==> config.mk <==
export PLATFORM = sky130hd
export DESIGN_NAME = rv32m_mul_unit
export DESIGN_NICKNAME = d
export VERILOG_FILES = /design/src/rtl/rv32m_pkg.sv /design/src/rtl/rv32m_pipe_stage.sv /design/src/rtl/rv32m_mul_unit.sv
export SDC_FILE = /design/constraint.sdc
export NUM_CORES = 2
export LEC_CHECK = 0
export ABC_CLOCK_PERIOD_IN_PS = 15000
export CORE_ASPECT_RATIO = 0.5
export CORE_UTILIZATION = 45
export DETAILED_ROUTE_END_ITERATION = 7
export GPL_ROUTABILITY_DRIVEN = 0
export PLACE_DENSITY = 0.6
export SLEW_MARGIN = 20
export SYNTH_ARGS = -nofsm -noshare
export SYNTH_HDL_FRONTEND = slang
export SYNTH_SLANG_ARGS = --single-unit
export TNS_END_PERCENT = 20
==> constraint.sdc <==
create_clock -name clk -period 15 [get_ports clk]
set_clock_uncertainty 0.1 [all_clocks]
set_input_delay 1.5 -clock clk [delete_from_list [all_inputs] [get_ports clk]]
set_output_delay 1.5 -clock clk [all_outputs]
set_load 0.02 [all_outputs]
Clock nets:
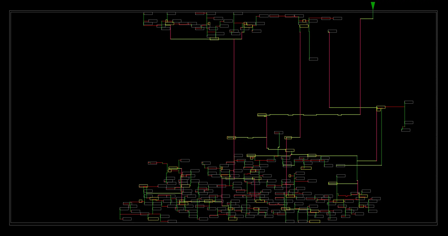
Num CTS Buffers: 25
Flops: 218

Signal metal coverage by tile:
The die is cut into 23 by 12 equal tiles; dark blue is low, red is high, scaled to the fullest tile. Values are wire area over tile area, all layers added.
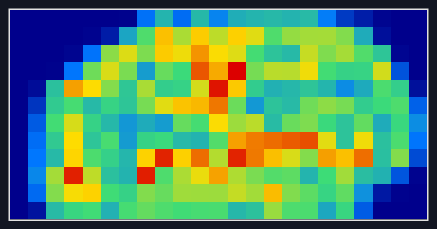
The mean over all tiles is 0.19. 48% of the tiles are over half the peak. The fullest tile reaches 0.42. The emptiest ninth of the die: north-west. The densest ninth of the die: south.
average wire per standard cell: 19.5 um
WL final: 126000 um
DR vias: 33.3k

Placement by cell class:
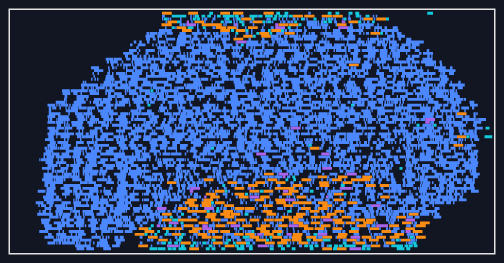
Key: purple = clock drivers and dummy loads [cells 46, share of their area 1.9%]; cyan = other buffers and delay cells [cells 189, share of their area 3.5%]; orange = flops [cells 218, share of their area 11%]; blue = combinational and other logic [cells 4601, share of their area 83%]
row count: 83
Core Footprint: 103000 um2
Final Instance Area: 50200 um2

==> out/results.ini <==
[place]
port_buffers = 114
place_ws_ps = 5830
placed_area_um2 = 49300
dp_hpwl_um = 100000
place_inst = 6410

[cells_and_area]
layout-drive-gt1-share_pct = 3.62
fin_nets = 6449
lay_top_cells = fa_1, inv_1, nand2_1
largest_reg_flops = 128
fin_cells = 6457
layout.cells.most_common = fa_1
fin_util_pct = 48.8
area_growth_pct = 7.13

[drt]
viasPerCell = 5.16
first_pass_iters = 5
drc = 0
antenna_left = 0
drtIter0Drc = 2266

[floorplanning]
die_h_um = 230
fp.dieW_um = 458
floorplan.die_area_um2 = 105000
ioPinCount = 115
fp_util_pct = 45.5

[final_timing]
finalHoldViolations = 0
maxSlewViolCount = 0
whs_ps = 363
rsz0062_at_grt = no
setup_viol = 0
setup_slack_ps = 5810
slew_headroom_pct = 27.2
fin_tns_setup_ps = 0
period_used_pct = 61.3
finalCriticalPeriod_ps = 9190
fmax_mhz = 109
tightest_slew_ps = 1090

[logic_synthesis]
ys_seq_share_pct = 11.6
ys_area_um2 = 46900
ys_cells = 5105
async_flop_share_pct = 100
edf_count = 0
yosysWarnings = 0
avgSynthCellArea_um2 = 9.18
synth_cell_types = 62
numSynthFlops = 218
flop_cell = dfrtp_1
synthesis.nets = 6519
syn_area_um2 = 46900
syn_inst = 5105

[worst_setup_path]
cp-start-kind = register
worstPathRequired_ps = 15410
r2r_cells = 23
critical_path.top_delay_family = adder cells
worst_path_max_delay_cell = dfrtp_1
critPathMostFrequentCell = fa_1
regToRegSetupSlack_ps = 5810
criticalPathCategory = register to register
path_cells = and2_1 -> fa_1 -> fa_1 -> fa_1 -> inv_1 -> fa_1 -> inv_1 -> fa_1 -> fa_1 -> inv_1 -> fa_1 -> fa_1 -> inv_1 -> ha_1 -> a21o_1 -> a21o_1 -> a21o_1 -> a21o_1 -> a21oi_1 -> o21ai_0 -> nand3b_1 -> or3_1 -> nand3_1
slowest_delay_ps = 990
crit_cells = 23
arrival_ps = 9600
endpoint_kind = register
worst-path-buf-inv = 4
path_max_fanout = 34

[clocking]
post_cts_buffers = 0
root_buffer = clkbuf_16
htreeDepth = 1
ctsHoldBuffers = 0
cts_sinks = 218
path_clk_slew_ps = 60
cts_resized = 0
cts_tree = built
clockBufferDepth = 3
clk_latency_ps = 610

[global_route]
grt_max_degree = 93
grt_pass1_vias = 36600
track_usage_pct = 24.9
grt.overflow.total = 0
antenna_found_initial = 6
grt_pass1_wl_um = 205000

[min_path]
min_path_cells = 2
hp-class = register to register

[run]
tool_warnings = 26
drv_cap = 0

[status]
status = finished clean

==> layout make-up <==
| type | instances | area (um2) |
|---|---|---|
| Clock inverter | 15 | 213 |
| Antenna cell | 1 | 2.50 |
| Tap cell | 1402 | 1750 |
| Fill cell | 9683 | 52700 |
| Inverter | 1097 | 4120 |
| Multi-Input combinational cell | 3504 | 36200 |
| Timing Repair Buffer | 189 | 1710 |
| Sequential cell | 218 | 5470 |
| Clock buffer | 31 | 698 |
==> routing by layer <==
metal  wire length, um  vias up  track usage [%]
li1                  -    14600                -
met1             55600    17600             35.4
met2             59500      994             40.7
met3              7690      200             3.20
met4              3390        2             5.99
met5                13        -                0
==> logic make-up (layout without fill, tap and decap cells) <==
| logic type | after synthesis | in the layout | share of synthesized area, % |
|---|---|---|---|
| DFF | 218 | 218 | 11.6 |
| buffers and inverters | 1383 | 1332 | 11.1 |
| adders and majority gates | 1338 | 1338 | 53.8 |
| AOI/OAI and AO/OA | 268 | 268 | 3.56 |
| other | 0 | 1 | 0 |
| xor gates and xnor gates | 73 | 73 | 1.36 |
| muxes | 34 | 34 | 0.812 |
| and+or+nand+nor | 1791 | 1791 | 17.7 |
==> cell usage after synthesis, drive strengths merged, types with 20 or more instances <==
cell type	instances	area share (%)
dfrtp	218	12
xnor2	44	0.82
o21ai	63	0.68
nand2	1049	8.4
nand4	21	0.28
a21oi	100	1.1
nand3	20	0.21
mux2	32	0.77
clkbuf	277	2.2
nor2	100	0.80
inv	1097	8.8
a21o	33	0.53
ha	213	5.7
xor2	29	0.54
and2	545	7.3
fa	1125	48
